## config.mk

```make
export PLATFORM = sky130hd
export DESIGN_NAME = whack_game_ctrl_flat
export DESIGN_NICKNAME = d
export VERILOG_FILES = /design/src/rtl/whack_game_if.sv /design/src/rtl/whack_game_ctrl.sv /design/src/flat_wrapper.sv
export SDC_FILE = /design/constraint.sdc
export NUM_CORES = 1
export LEC_CHECK = 0
export ABC_AREA = 1
export ABC_CLOCK_PERIOD_IN_PS = 1900
export CORE_MARGIN = 1.5
export CORE_UTILIZATION = 50
export DETAILED_ROUTE_END_ITERATION = 7
export GPL_ROUTABILITY_DRIVEN = 0
export GPL_TIMING_DRIVEN = 0
export PLACE_DENSITY_LB_ADDON = 0.25
export SLEW_MARGIN = 10
export SYNTH_ARGS = -nofsm -noshare
export SYNTH_HDL_FRONTEND = slang
export SYNTH_SLANG_ARGS = --single-unit
```

## constraint.sdc

```tcl
create_clock -name clk -period 1.9 [get_ports clk]
set_input_delay 0.38 -clock clk [delete_from_list [all_inputs] [get_ports clk]]
set_output_delay 0.38 -clock clk [all_outputs]
set_load 0.05 [all_outputs]
```

## src/rtl/whack_game_if.sv

```systemverilog
// Signal bundle between the whack-a-mole round sequencer and its surroundings:
// keypad/random inputs on one side, display-facing state on the other.
interface whack_game_if;
    logic       start;
    logic       key_valid;
    logic [3:0] key_val;
    logic [3:0] rnd;
    logic [3:0] mole_pos;
    logic       mole_vis;
    logic [3:0] time_tens;
    logic [3:0] time_ones;
    logic [3:0] score_tens;
    logic [3:0] score_ones;
    logic       game_over;
    logic [2:0] fsm_state;

    modport master (
        output start, key_valid, key_val, rnd,
        input  mole_pos, mole_vis, time_tens, time_ones,
               score_tens, score_ones, game_over, fsm_state
    );

    modport slave (
        input  start, key_valid, key_val, rnd,
        output mole_pos, mole_vis, time_tens, time_ones,
               score_tens, score_ones, game_over, fsm_state
    );
endinterface

```

## src/rtl/whack_game_ctrl.sv

```systemverilog
// Whack-a-mole round sequencer: mole spawn/dwell/hit FSM with a BCD countdown
// timer and a saturating BCD score, all outputs registered.
module whack_game_ctrl #(
    parameter int SEC_CYCLES   = 50000000,
    parameter int MOLE_CYCLES  = 25000000,
    parameter int GAP_CYCLES   = 5000000,
    parameter int GAME_SECONDS = 30
) (
    input  logic         clk,
    input  logic         rst,
    whack_game_if.slave  bus
);
    localparam int SEC_W  = (SEC_CYCLES  > 1) ? $clog2(SEC_CYCLES)  : 1;
    localparam int DWL_W  = (MOLE_CYCLES > 1) ? $clog2(MOLE_CYCLES) : 1;
    localparam int GAP_W  = (GAP_CYCLES  > 1) ? $clog2(GAP_CYCLES)  : 1;
    localparam logic [7:0] GAME_BCD = {4'(GAME_SECONDS / 10), 4'(GAME_SECONDS % 10)};

    typedef enum logic [2:0] {
        IDLE  = 3'd0,
        SPAWN = 3'd1,
        UP    = 3'd2,
        HIT   = 3'd3,
        OVER  = 3'd4
    } state_t;

    state_t           state, state_next;
    logic [SEC_W-1:0] sec_cnt;
    logic [DWL_W-1:0] dwell_cnt;
    logic [GAP_W-1:0] gap_cnt;
    logic [3:0]       mole_pos;
    logic             mole_vis;
    logic [7:0]       time_bcd;
    logic [7:0]       score_bcd;
    logic             game_over;

    logic active, sec_tick, final_tick, hit, dwell_done, gap_done;
    logic [3:0] spawn_pos;

    function automatic logic [7:0] bcd_dec(input logic [7:0] v);
        if (v[3:0] == 4'd0) return {v[7:4] - 4'd1, 4'd9};
        return {v[7:4], v[3:0] - 4'd1};
    endfunction

    function automatic logic [7:0] bcd_inc_sat(input logic [7:0] v);
        if (v == 8'h99)      return v;
        if (v[3:0] == 4'd9)  return {v[7:4] + 4'd1, 4'd0};
        return {v[7:4], v[3:0] + 4'd1};
    endfunction

    always_comb begin
        state_next = state;
        active     = (state == SPAWN) || (state == UP) || (state == HIT);
        sec_tick   = active && (sec_cnt == SEC_W'(SEC_CYCLES - 1));
        final_tick = sec_tick && (time_bcd == 8'h01);
        hit        = (state == UP) && bus.key_valid && (bus.key_val == mole_pos);
        dwell_done = (dwell_cnt == DWL_W'(MOLE_CYCLES - 1));
        gap_done   = (gap_cnt == GAP_W'(GAP_CYCLES - 1));
        // Never reuse the previous hole back to back.
        spawn_pos  = (bus.rnd == mole_pos) ? bus.rnd + 4'd1 : bus.rnd;

        case (state)
            IDLE, OVER: if (bus.start) state_next = SPAWN;
            SPAWN:      state_next = UP;
            UP: begin
                if (hit)             state_next = HIT;
                else if (dwell_done) state_next = SPAWN;
            end
            HIT:        if (gap_done) state_next = SPAWN;
            default:    state_next = IDLE;
        endcase
        // Running out of time beats every other transition.
        if (final_tick) state_next = OVER;
    end

    always_ff @(posedge clk) begin
        if (rst) state <= IDLE;
        else     state <= state_next;
    end

    always_ff @(posedge clk) begin
        if (rst) begin
            sec_cnt   <= '0;
            dwell_cnt <= '0;
            gap_cnt   <= '0;
            mole_pos  <= 4'd0;
            mole_vis  <= 1'b0;
            time_bcd  <= GAME_BCD;
            score_bcd <= 8'h00;
            game_over <= 1'b0;
        end else begin
            case (state)
                IDLE, OVER: begin
                    if (bus.start) begin
                        score_bcd <= 8'h00;
                        time_bcd  <= GAME_BCD;
                        sec_cnt   <= '0;
                        game_over <= 1'b0;
                    end
                end
                SPAWN: begin
                    if (!final_tick) begin
                        mole_pos  <= spawn_pos;
                        mole_vis  <= 1'b1;
                        dwell_cnt <= '0;
                    end
                end
                UP: begin
                    if (hit) begin
                        mole_vis  <= 1'b0;
                        score_bcd <= bcd_inc_sat(score_bcd);
                        gap_cnt   <= '0;
                    end else if (dwell_done) begin
                        mole_vis  <= 1'b0;
                    end else begin
                        dwell_cnt <= dwell_cnt + DWL_W'(1);
                    end
                end
                HIT: begin
                    if (!gap_done) gap_cnt <= gap_cnt + GAP_W'(1);
                end
                default: ;
            endcase

            if (active) begin
                if (sec_tick) begin
                    sec_cnt  <= '0;
                    time_bcd <= bcd_dec(time_bcd);
                end else begin
                    sec_cnt  <= sec_cnt + SEC_W'(1);
                end
            end

            if (final_tick) begin
                mole_vis  <= 1'b0;
                game_over <= 1'b1;
            end
        end
    end

    assign bus.mole_pos   = mole_pos;
    assign bus.mole_vis   = mole_vis;
    assign bus.time_tens  = time_bcd[7:4];
    assign bus.time_ones  = time_bcd[3:0];
    assign bus.score_tens = score_bcd[7:4];
    assign bus.score_ones = score_bcd[3:0];
    assign bus.game_over  = game_over;
    assign bus.fsm_state  = state;
endmodule

```

## src/flat_wrapper.sv

```systemverilog
// flat-port wrapper written by rule: the top's interface ports become plain ports
module whack_game_ctrl_flat 
#(
    parameter int SEC_CYCLES   = 50000000,
    parameter int MOLE_CYCLES  = 25000000,
    parameter int GAP_CYCLES   = 5000000,
    parameter int GAME_SECONDS = 30
)
  (clk, rst, bus_start, bus_key_valid, bus_key_val, bus_rnd, bus_mole_pos, bus_mole_vis, bus_time_tens, bus_time_ones, bus_score_tens, bus_score_ones, bus_game_over, bus_fsm_state);
  whack_game_if bus_i ();
  input  logic clk;
  input  logic rst;
  input wire logic [$bits(bus_i.start)-1:0] bus_start;
  input wire logic [$bits(bus_i.key_valid)-1:0] bus_key_valid;
  input wire logic [$bits(bus_i.key_val)-1:0] bus_key_val;
  input wire logic [$bits(bus_i.rnd)-1:0] bus_rnd;
  output wire logic [$bits(bus_i.mole_pos)-1:0] bus_mole_pos;
  output wire logic [$bits(bus_i.mole_vis)-1:0] bus_mole_vis;
  output wire logic [$bits(bus_i.time_tens)-1:0] bus_time_tens;
  output wire logic [$bits(bus_i.time_ones)-1:0] bus_time_ones;
  output wire logic [$bits(bus_i.score_tens)-1:0] bus_score_tens;
  output wire logic [$bits(bus_i.score_ones)-1:0] bus_score_ones;
  output wire logic [$bits(bus_i.game_over)-1:0] bus_game_over;
  output wire logic [$bits(bus_i.fsm_state)-1:0] bus_fsm_state;
  assign bus_i.start = bus_start;
  assign bus_i.key_valid = bus_key_valid;
  assign bus_i.key_val = bus_key_val;
  assign bus_i.rnd = bus_rnd;
  assign bus_mole_pos = bus_i.mole_pos;
  assign bus_mole_vis = bus_i.mole_vis;
  assign bus_time_tens = bus_i.time_tens;
  assign bus_time_ones = bus_i.time_ones;
  assign bus_score_tens = bus_i.score_tens;
  assign bus_score_ones = bus_i.score_ones;
  assign bus_game_over = bus_i.game_over;
  assign bus_fsm_state = bus_i.fsm_state;
  whack_game_ctrl #(.SEC_CYCLES(SEC_CYCLES), .MOLE_CYCLES(MOLE_CYCLES), .GAP_CYCLES(GAP_CYCLES), .GAME_SECONDS(GAME_SECONDS)) u_core (.clk(clk), .rst(rst), .bus(bus_i));
endmodule
```

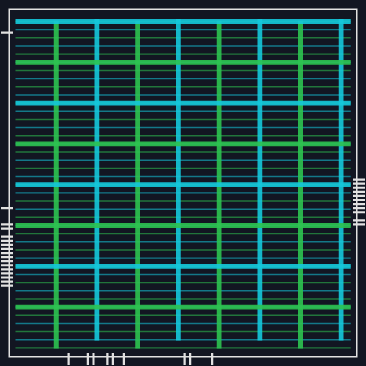
Figure 1: PDN straps and rails.
Drawn at 3 px/um. Pins as bars on the die edge.
Cyan stands for VDD. Green stands for VSS.
8 straps on met5. 37 signal pins sit on the boundary. 41 met1 rails follow the rows. The core has 40 rows.

==> impl_metrics.json <==
{
  "ys_seq_share_pct": 31.40,
  "sequentialPower_mw": 2.45,
  "switching_power_mw": 2.984,
  "ys_sh_adder_pct": 1.983,
  "synth_cell_types": 38,
  "path_class": "reg2reg",
  "cp.arrival_ns": 2.01,
  "hp-class": "reg2reg",
  "pg_clk_mw": 1.70,
  "tool_warnings": 29,
  "path_max_fanout": 10,
  "top_logic_kind": "simple AND/OR/NAND/NOR gates",
  "syn2layout_area_growth_pct": 16.75,
  "drt_pass1_iterations": 5,
  "layout_min_cycle_time_ns": 1.809,
  "drcViolationCount": 0,
  "power_leader": "combinational logic",
  "synth.avg_cell_area_um2": 6.145,
  "final_net_count": 1109,
  "combPwrFrac_pct": 41.5,
  "syn_inst": 1027,
  "hold_ws_ns": 0.4609,
  "ys_seq_elements": 99,
  "p_leak_nw": 2.812,
  "via_per_inst": 5.187,
  "sw_frac_of_total_pct": 42.10,
  "peakVddDrop_uv": 947.5,
  "end_kind": "flop",
  "top_cells_by_area": "dfxtp_1, nand2_1, nor2_1",
  "antenna_found_initial": 0,
  "n_fill_cell": 1233,
  "p_per_area_nw_per_um2": 961.8,
  "dp_hpwl_um": 11780,
  "final-max-slew-violation-count": 0,
  "synth_nets": 1049,
  "grt-ovfl-total": 0,
  "fin_skew_ns": 0.007731,
  "io_buffers": 35,
  "tightestPinTransition_ns": 0.7633,
  "yosys_area_um2": 6311,
  "power_mw": 7.087,
  "clk_latency_ns": 0.35,
  "dpl-instance-area_um2": 6873,
  "aoi_share_pct": 9.972,
  "status": "completed",
  "simple_gate_area_share_pct": 43.40,
  "ys_sh_mux_pct": 0,
  "setup_viol": 0,
  "postCtsHoldBufs": 0,
  "cts_buffer_depth": 2,
  "dieArea_um2": 13310,
  "cts_setup_buffers": 3,
  "grt_pass1_vias": 5998,
  "numCtsBuffers": 9,
  "yosysWarnings": 0,
  "pwr-share-clk_pct": 24.0,
  "crit_path_start_kind": "flop",
  "seq_power_share_pct": 34.5,
  "maxSlewHeadroom_pct": 49.11,
  "internal-power_mw": 4.103,
  "dieHeight_um": 115.4,
  "fmaxAchievable_ghz": 0.5527,
  "rows": 40,
  "core-area_um2": 12160,
  "top_area_share_pct": 31.40,
  "routed_wl_um": 16220,
  "diodes": 0,
  "comb-power_mw": 2.94,
  "yosysCellCount": 1027,
  "cts_root_buf": "clkbuf_16",
  "required_ns": 2.10,
  "post-route-period-util_pct": 95.23,
  "hold_viol": 0,
  "avgRoutedWirePerCell_um": 12.88,
  "max_cap_viol_count": 0,
  "path_clk_slew_ns": 0.07,
  "dr_total_vias": 6530,
  "die_w_um": 115.4,
  "top_area_cell": "dfxtp_1",
  "cts-resized-gates": 33,
  "drive_above_1_share_pct": 9.349,
  "drt_iter0_drc": 521,
  "track_usage_pct": 25.54,
  "grt_pass1_wl_um": 27390,
  "ant_nets": 0,
  "htree_num_levels": 3,
  "ios": 37,
  "cts_tree": "yes",
  "synth-xor-area-share_pct": 4.580,
  "syn-cell-area_um2": 6311,
  "cts.sinks": 99,
  "final_area_um2": 7368,
  "grt_max_degree": 15,
  "floorplan.core_util_pct": 51.89
}
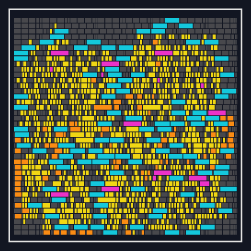
Figure 2: placed cells, one colour a class.
Drawn at 2 px/um. Fill, decap, tap and diode cells in grey.
Magenta stands for clock drivers and dummy loads, cells 15. Cyan stands for registers, cells 99. Orange stands for remaining buffers and delay cells, cells 76. Yellow stands for remaining logic cells, cells 901.

cell type report:
type | instances | area [um^2] | area share [%]
plain buffers | 27 | 167.7 | 2.275
well taps | 168 | 210.2 | 2.853
inverters | 102 | 382.9 | 5.196
repair buffers | 49 | 445.4 | 6.045
flip-flops and latches | 99 | 2009 | 27.27
multi-input cells | 799 | 3891 | 52.81
clock buffers | 12 | 246.5 | 3.345
clock inverters | 3 | 15.01 | 0.2038
critical path, stage by stage, from the launching register on:
cell and delay, ns:
dfxtp_4 0.39, ha_4 0.17, nand3_2 0.14, nor2_4 0.17
inv_2 0.05, nor2_2 0.16, nand3_2 0.11, nand3_4 0.12
inv_2 0.05, buf_4 0.17, nand2_1 0.06, a21oi_1 0.05
registers in the layout (all words and copies together) (netlist names):
name,cells
u_core.time_bcd,8
u_core.bus.mole_pos,4
u_core.score_bcd,8
u_core.bus.game_over,1
u_core.bus.fsm_state,3
u_core.gap_cnt,23
u_core.dwell_cnt,25
u_core.bus.mole_vis,1
u_core.sec_cnt,26
per-stage QoR:
step	utilization (%)	TNS [ns]	instances	worst slack (ns)
after detailed placement	56.51	-9.763	1230	-0.2126
after global routing	60.59	-0.5611	1259	-0.03463
after floorplan	-	0	1027	0.07162
after CTS	58.82	0	1248	0.004202
final	60.59	0	1259	0.09059
after global placement	56.51	-8.922	1230	-0.2057
routing by layer:
layer  vias up  GRT usage (%)  wire length [um]
met1      2953          33.60              7706
met5         -              0                 0
met2       147          42.13              7396
li1       3405              -                 -
met3        25          5.377               821
met4         0          7.737               295
cells in the final DEF (no fill, tap or decap), types with 6 or more instances in the layout:
master,instances
xnor2_1,14
dfxtp_1,87
inv_2,8
xor2_1,19
nand2_1,320
nor2_1,146
clkbuf_1,15
nor2_2,10
inv_1,93
dfxtp_2,7
nand4_1,17
ha_1,7
nor3_1,14
clkbuf_16,10
buf_6,6
dlygate4sd2_1,25
o21ai_0,26
clkdlybuf4s50_1,10
a21oi_1,80
buf_4,15
or2_2,7
nand3_1,95
worst paths after layout:
| check | from | cells past startpoint | end | slack (ns) |
|---|---|---|---|---|
| setup / recovery | u_core.gap_cnt[0] | 11 | u_core.gap_cnt[22] | 0.09 |
| hold / removal | u_core.sec_cnt[24] | 2 | u_core.sec_cnt[24] | 0.46 |
| setup reg to reg | u_core.gap_cnt[0] | 11 | u_core.gap_cnt[22] | 0.09 |
| hold reg to reg | u_core.sec_cnt[24] | 2 | u_core.sec_cnt[24] | 0.46 |
Yosys cell counts:
master,number
buf_6,6
nand3_4,3
o21ai_2,1
clkinv_1,1
nor4_1,1
o21ai_0,26
nor3b_1,1
a21oi_1,80
nand3b_1,4
nor2_1,153
nor3_1,15
o21bai_1,1
o31ai_1,1
inv_2,6
nand4_1,17
nor2_2,5
and2_0,1
a32oi_1,1
nand2_1,322
inv_1,95
a211oi_1,2
nand3_1,97
buf_2,5
clkbuf_1,13
xnor2_1,14
or2_1,1
o21a_1,1
or2_2,7
nand2_4,4
xor2_1,19
nand3_2,2
dfxtp_1,99
o211ai_1,5
nand2_2,1
nor2_4,3
ha_1,10
buf_4,3
a31oi_1,1
Power figures rest on the tool's default switching activity, not on a simulated workload.
